The metal 1 layer:
The bar under the picture is 20 µm long.
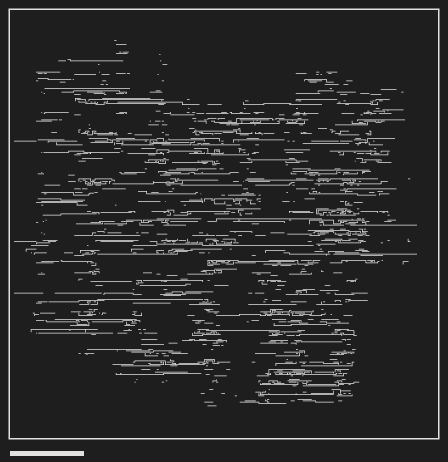
Congestion heat map:
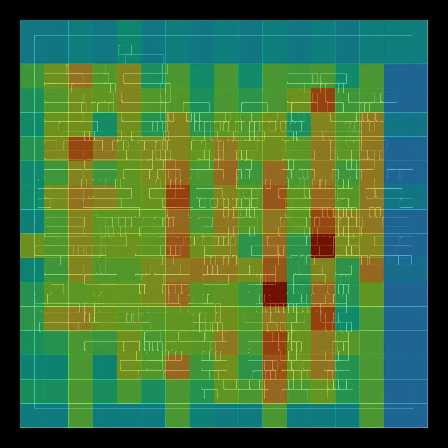
Placement density heat map:
The bar under the picture is 20 µm long. 12 x 12 tiles, from black (low) to pale yellow (high), 0 to 100% covered.
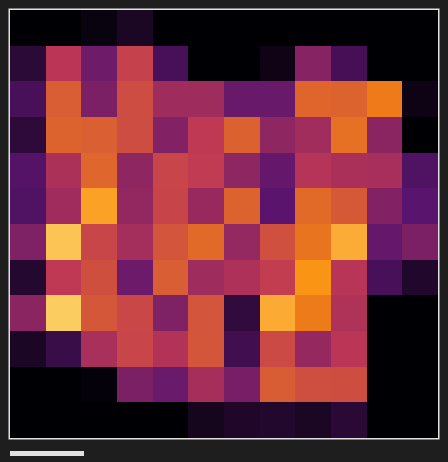
Wire density map:
The bar under the picture is 20 µm long. 23 x 23 tiles, from black (low) to pale yellow (high), scaled to the fullest tile. Values are wire area over tile area, all layers added.
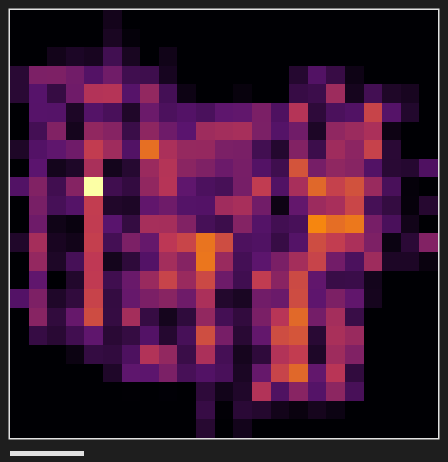
M2 wires:
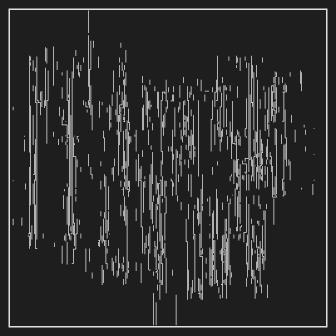
`src/rtl/audio_dac_tx.sv`:
```
`default_nettype none
// ============================================================================
// Module      : audio_dac_tx
// Description : Buffers 8-bit audio samples and sends one 16-bit SPI write
//               frame to a 12-bit serial DAC on every sample-rate tick.
// Revision    : 1.0 - initial release
// ============================================================================
module audio_dac_tx #(
    parameter int SAMPLE_DIV = 5000,
    parameter int CLK_DIV    = 4,
    parameter int FIFO_DEPTH = 4
) (
    input  logic       clk,
    input  logic       rst,
    input  logic [7:0] in_data,
    input  logic       in_valid,
    output logic       in_ready,
    output logic       spi_clk,
    output logic       spi_mosi,
    output logic       spi_cs,
    output logic       busy,
    output logic       underrun,
    output logic       frame_done
);
    localparam int c_rate_w = $clog2(SAMPLE_DIV);
    localparam int c_div_w  = $clog2(CLK_DIV + 1);
    localparam int c_addr_w = $clog2(FIFO_DEPTH);

    localparam logic [c_rate_w-1:0] c_rate_last = c_rate_w'(SAMPLE_DIV - 1);
    localparam logic [c_div_w-1:0]  c_div_last  = c_div_w'(CLK_DIV - 1);
    localparam logic [c_addr_w:0]   c_full_cnt  = (c_addr_w + 1)'(FIFO_DEPTH);

    localparam logic [2:0] c_st_idle  = 3'd0;
    localparam logic [2:0] c_st_setup = 3'd1;
    localparam logic [2:0] c_st_low   = 3'd2;
    localparam logic [2:0] c_st_high  = 3'd3;
    localparam logic [2:0] c_st_end   = 3'd4;

    logic [c_rate_w-1:0] r_rate;
    logic                w_tick;

    logic [7:0]          r_mem [FIFO_DEPTH];
    logic [c_addr_w-1:0] r_wr;
    logic [c_addr_w-1:0] r_rd;
    logic [c_addr_w:0]   r_count;
    logic                w_empty;
    logic                w_full;
    logic                w_push;
    logic                w_pop;
    logic [7:0]          r_last;
    logic [7:0]          w_word;

    logic [2:0]          r_state;
    logic [2:0]          w_next;
    logic                w_accept;
    logic [c_div_w-1:0]  r_div;
    logic                w_div_end;
    logic [3:0]          r_bit;
    logic [15:0]         r_shift;
    logic [15:0]         w_shift_nxt;
    logic                w_cs_nxt;
    logic                w_sclk_nxt;
    logic                w_mosi_nxt;
    logic                w_busy_nxt;
    logic                w_done_nxt;

    // Free-running sample-rate counter
    assign w_tick = (r_rate == c_rate_last);

    always_ff @(posedge clk) begin
        if (rst || w_tick) begin
            r_rate <= '0;
        end else begin
            r_rate <= r_rate + 1'b1;
        end
    end

    assign w_empty  = (r_count == '0);
    assign w_full   = (r_count == c_full_cnt);
    assign in_ready = !w_full;
    assign w_accept = w_tick && (r_state == c_st_idle);
    assign w_push   = in_valid && !w_full;
    assign w_pop    = w_accept && !w_empty;
    assign underrun = w_accept && w_empty;
    assign w_word   = w_empty ? r_last : r_mem[r_rd];

    always_ff @(posedge clk) begin
        if (w_push) begin
            r_mem[r_wr] <= in_data;
        end
    end

    always_ff @(posedge clk) begin
        if (rst) begin
            r_wr    <= '0;
            r_rd    <= '0;
            r_count <= '0;
            r_last  <= 8'h80;
        end else begin
            if (w_push) begin
                r_wr <= r_wr + 1'b1;
            end
            if (w_pop) begin
                r_rd   <= r_rd + 1'b1;
                r_last <= r_mem[r_rd];
            end
            case ({w_push, w_pop})
                2'b10:   r_count <= r_count + 1'b1;
                2'b01:   r_count <= r_count - 1'b1;
                default: r_count <= r_count;
            endcase
        end
    end

    assign w_div_end = (r_div == c_div_last);

    // State register; SPI pins are flopped from the next-state decode
    always_ff @(posedge clk) begin
        if (rst) begin
            r_state    <= c_st_idle;
            r_div      <= '0;
            r_bit      <= '0;
            r_shift    <= '0;
            spi_cs     <= 1'b1;
            spi_clk    <= 1'b1;
            spi_mosi   <= 1'b0;
            busy       <= 1'b0;
            frame_done <= 1'b0;
        end else begin
            r_state <= w_next;
            r_shift <= w_shift_nxt;
            if ((w_next != r_state) || (r_state == c_st_idle)) begin
                r_div <= '0;
            end else begin
                r_div <= r_div + 1'b1;
            end
            if (r_state == c_st_idle) begin
                r_bit <= '0;
            end else if ((r_state == c_st_high) && w_div_end) begin
                r_bit <= r_bit + 1'b1;
            end
            spi_cs     <= w_cs_nxt;
            spi_clk    <= w_sclk_nxt;
            spi_mosi   <= w_mosi_nxt;
            busy       <= w_busy_nxt;
            frame_done <= w_done_nxt;
        end
    end

    always_comb begin
        w_next = r_state;
        case (r_state)
            c_st_idle:  if (w_tick)    w_next = c_st_setup;
            c_st_setup: if (w_div_end) w_next = c_st_low;
            c_st_low:   if (w_div_end) w_next = c_st_high;
            c_st_high:  if (w_div_end) w_next = (r_bit == 4'd15) ? c_st_end : c_st_low;
            c_st_end:   if (w_div_end) w_next = c_st_idle;
            default:    w_next = c_st_idle;
        endcase
    end

    // Data shifts on HIGH entry so MOSI launches on the rising SPI edge
    always_comb begin
        w_shift_nxt = r_shift;
        if (w_accept) begin
            w_shift_nxt = {4'b0000, w_word, 4'b0000};
        end else if ((r_state == c_st_low) && w_div_end) begin
            w_shift_nxt = {r_shift[14:0], 1'b0};
        end
        w_cs_nxt   = !(w_next inside {c_st_setup, c_st_low, c_st_high});
        w_sclk_nxt = (w_next != c_st_low);
        w_mosi_nxt = w_cs_nxt ? 1'b0 : w_shift_nxt[15];
        w_busy_nxt = (w_next != c_st_idle);
        w_done_nxt = (r_state == c_st_end) && w_div_end;
    end

endmodule
`default_nettype wire
```
`config.mk`:
```
export PLATFORM = sky130hd
export DESIGN_NAME = audio_dac_tx
export DESIGN_NICKNAME = d
export VERILOG_FILES = /design/src/rtl/audio_dac_tx.sv
export SDC_FILE = /design/constraint.sdc
export NUM_CORES = 1
export LEC_CHECK = 0
export ABC_AREA = 1
export CORE_MARGIN = 4
export CORE_UTILIZATION = 35
export CTS_CLUSTER_DIAMETER = 50
export DETAILED_ROUTE_END_ITERATION = 12
export PLACE_DENSITY_LB_ADDON = 0.15
export SETUP_SLACK_MARGIN = 0.15
export SYNTH_ARGS = -nofsm -noshare
export SYNTH_HDL_FRONTEND = slang
export SYNTH_SLANG_ARGS = --single-unit
```
`constraint.sdc`:
```
create_clock -name clk -period 4.7 [get_ports clk]
set_clock_uncertainty 0.05 [all_clocks]
set_input_delay 0.47 -clock clk [delete_from_list [all_inputs] [get_ports clk]]
set_output_delay 0.47 -clock clk [all_outputs]
set_load 0.1 [all_outputs]
```
==> COMMIT_EDITMSG <==
Add synthesis and place-and-route results

- Crit path capture type: primary output
* Total inserted antenna cells: 0
- FFs w/ async S/R, synth: 0%
- The final timing report lists a max-slew violation count of 0.
- Before any placement, the netlist area is recorded as 4078 µm².
- The iteration count recorded for the first detailed-route pass is 5.
* Buffers inserted during post-CTS setup optimization: 0
- The initial antenna violation count was 0.
- Final Power: 1584 µW
* Detail Route met3 WL: approximately 250 µm
- The number of buffers and inverters on the critical path is 1.
- The initialized floorplan defines 39 standard-cell rows.
* Status: finished clean
* Register clock-pin slew on the reported worst setup and hold paths: roughly 60 ps
* Cell Type Count: 38
- Dpl cells: 632
* Crit-path slowest cell: clkdlybuf4s50_1
* Half-perimeter wire length of the detailed placement result: approximately 5600 µm
- The report counts max-capacitance violations totalling 0.
- Detailed-routed wire length on met2: 3730 µm
- The slew check shows that the tightest pin keeps a relative margin of approximately 35%.
* Resized cells post-CTS: 0
- Count of H-tree levels built during CTS: 3
- Final-layout setup total negative slack: 0 ps
- Proportion of layout cells with a drive suffix above 1: under 10%
* Layout Nets: around 520
- Looking at the max-slew report, the worst-margin pin has a slew of roughly 970 ps.
- Ys cells: between 400 and 500
- Yosys mapped a number of flops with a built-in enable equal to 32.
- In the per-layer breakdown of the detailed-route log, met1 shows 3665 µm.
* Final global-route overflow total: 0
* Worst path max stage delay: 1150 ps
* Weighted congestion at the end of routability-driven global placement: just over 0.8
- Area of the chip: 13440 µm²
- Syn avg cell area: approximately 8.4 µm²
* Area growth from synthesis to layout: 13.59%
- Pin count of the biggest net entering global routing: 25
* Setup Viol. Count Final: 0
- Largest type area fraction: between 20% and 30%
- The most used flip-flop cell after synthesis is dfxtp_1.
- Flops & latches, synth: roughly 89
- PD cells: 342.0 nW/µm²
- I/O pin cnt: 18
* Number of cells produced by synthesis: slightly below 500
* Yosys top cell by instances: nand2_1
- Shortest period the worst path allows: around 3200 ps
- Die W: about 120 µm
- Hold repair after CTS inserted 0 buffers.
- For reference, the top cells by area after synthesis are dfxtp_1 28%, edfxtp_1 24%, nand2_1 11%, inv_1 4.9%, nor2_1 4.9%.
- The synthesized netlist has a Yosys-reported chip area of around 4000 µm².
- The required time at the worst endpoint is listed as approximately 4200 ps.
* Unrepaired setup endpoints after global routing: no
- Summing over the stages, the warning tally comes to 30.
* Root Driver: clkbuf_16
- Sequential cells were found to cover 51.55% of the synthesized design area.
- Critical path, cell by cell: ha_1, nand4_1, nor4_1, nand2_1, nor2_1, clkdlybuf4s50_1
* DRC violations left: 0
* Yosys warning total: 0
* Highest ir drop seen on vdd: roughly 0.00019 V
- Counting every sink on the clock net gives ~90.
* Top layer in use: met4
* Peak clock frequency supported by timing: 314.6 MHz
- Setup Crit Path Kind: register to primary output
* Vertical die size: between 100 and 150 µm
* Number of global-route vias before repair: between 2000 and 3000
- The first global-routing pass estimated roughly 14000 µm of wire.
- In this run the remaining antenna-violating nets after routing total 0.
* Top cells by instance count after synthesis: 120 x nand2_1, 57 x dfxtp_1, 53 x inv_1, 53 x nor2_1, 32 x edfxtp_1
- Ratio of routed vias to standard cells: ~4.7
- Excluding fillers, the count of instances in the completed layout stands at roughly 650.
- TritonCTS clock tree: done
* Number of buffers between clock root and the deepest sink: 2
- Number of hold violations in the final report: 0
- Largest delay contributor family on the critical path: buffers and inverters
About 'the metal 1 layer':
main direction: horizontal
longest straight run: 29.9 µm
share of all routed wire: 47%
nets with wire on the layer: 481
Global Route met1 Usage: 15.30%
total vias in the final route: 3054
routed wire length: 7789 µm

About 'congestion heat map':
average routed wire per standard cell: 12.04 µm
M2 GR Usage: 21.71%
GR peak layer: met2
met3 track utilization from global routing: 3.342%
utilization after layout: 40.57%

About 'placement density heat map':
mean over tiles: 33%
fullest tile: 89%
nearly empty tiles: 22%
floorplan-stage core utilization: 35.71%
placeable core region: 11420 µm²

About 'wire density map':
nearly empty tiles: 33%
fullest tile: 0.49
tiles over half the peak: 7.6%
mean over tiles: 0.090
densest ninth of the die: middle
GRT Total Usage: 12.75%

About 'M2 wires':
nets with wire on the layer: 404
longest straight run: 59.5 µm

-- metal layers --
metal  global-route usage, %  vias to the layer above
li1                        -                     1608
met1                   15.30                     1393
met2                   21.71                       42
met3                   3.342                       11
met4                   5.259                        0
met5                       0                        -
-- cells in the final DEF, fill, tap and decap left out, drive strengths merged --
cell / count
nor3b: 4
a21oi: 31
nand3: 31
nand3b: 1
or2: 3
bufinv: 1
inv: 57
a31oi: 2
xor2: 2
edfxtp: 32
clkbuf: 9
nor3: 8
clkinv: 6
ha: 10
dfxtp: 57
clkdlybuf4s50: 17
clkinvlp: 1
o21ai: 21
buf: 1
nor4: 2
o211ai: 8
nand4: 7
nor2: 63
nand2: 128
o31ai: 1
fa: 1
-- state kept, by name (all words and copies together) (netlist names), 2 cells and up, named ones only --
signal and count:
r_state 3, r_mem 32, r_last 8, r_rate 13, r_rd 2, r_count 3, r_bit 4, r_shift 12
r_wr 2, r_div 3
-- final timing paths --
check	endpoint	cells past startpoint	slack, ps	from
hold reg to reg	r_div[0]	1	370	r_div[0]
setup reg to reg	r_count[2]	11	2030	r_count[1]
hold / removal	r_div[0]	1	370	r_div[0]
setup / recovery	underrun	6	1520	r_rate[0]
-- worst reg2reg max path: stages (launching register included) --
cell	delay (ps)
dfxtp_1	360
nor2_1	70
nand2_1	350
clkinv_1	450
nor2_1	220
ha_1	160
inv_1	70
fa_1	380
a21oi_1	140
o21ai_0	120
o21ai_0	160
a21oi_1	50
-- area by class of cell --
cell class	instances	area, µm²
Sequential cell	89	2102
Inverter	59	226.5
Multi-Input combinational cell	323	1662
Timing Repair Buffer	18	177.7
Clock inverter	6	60.06
Clock buffer	9	225.2
Fill cell	1160	6787
Tap cell	143	178.9
-- cells by family after synthesis --
group | after synthesis | share of synthesized area, %
flip-flops | 89 | 51.55
buffers and inverters | 71 | 7.702
adder cells (fa/ha/maj) | 11 | 3.559
XOR/XNOR | 2 | 0.4297
AND-OR/OR-AND | 63 | 8.991
AND/OR/NAND/NOR | 247 | 27.77
-- power by group --
group,switching [µW],internal [µW]
clock network,282,405
registers,6.10,817
logic,50.7,23.3
-- per-stage QoR --
step                setup WS, ps  hold slack [ps]  area [µm²]
floorplan                   2012            349.2        4078
CTS                         1477            372.1        4632
global route                1394            414.6        4632
detailed placement          1792            363.7        4347
finish                      1522            371.1        4632
global placement            1846            359.5        4347
No activity file was given, so power comes from the tool's default toggle rates.
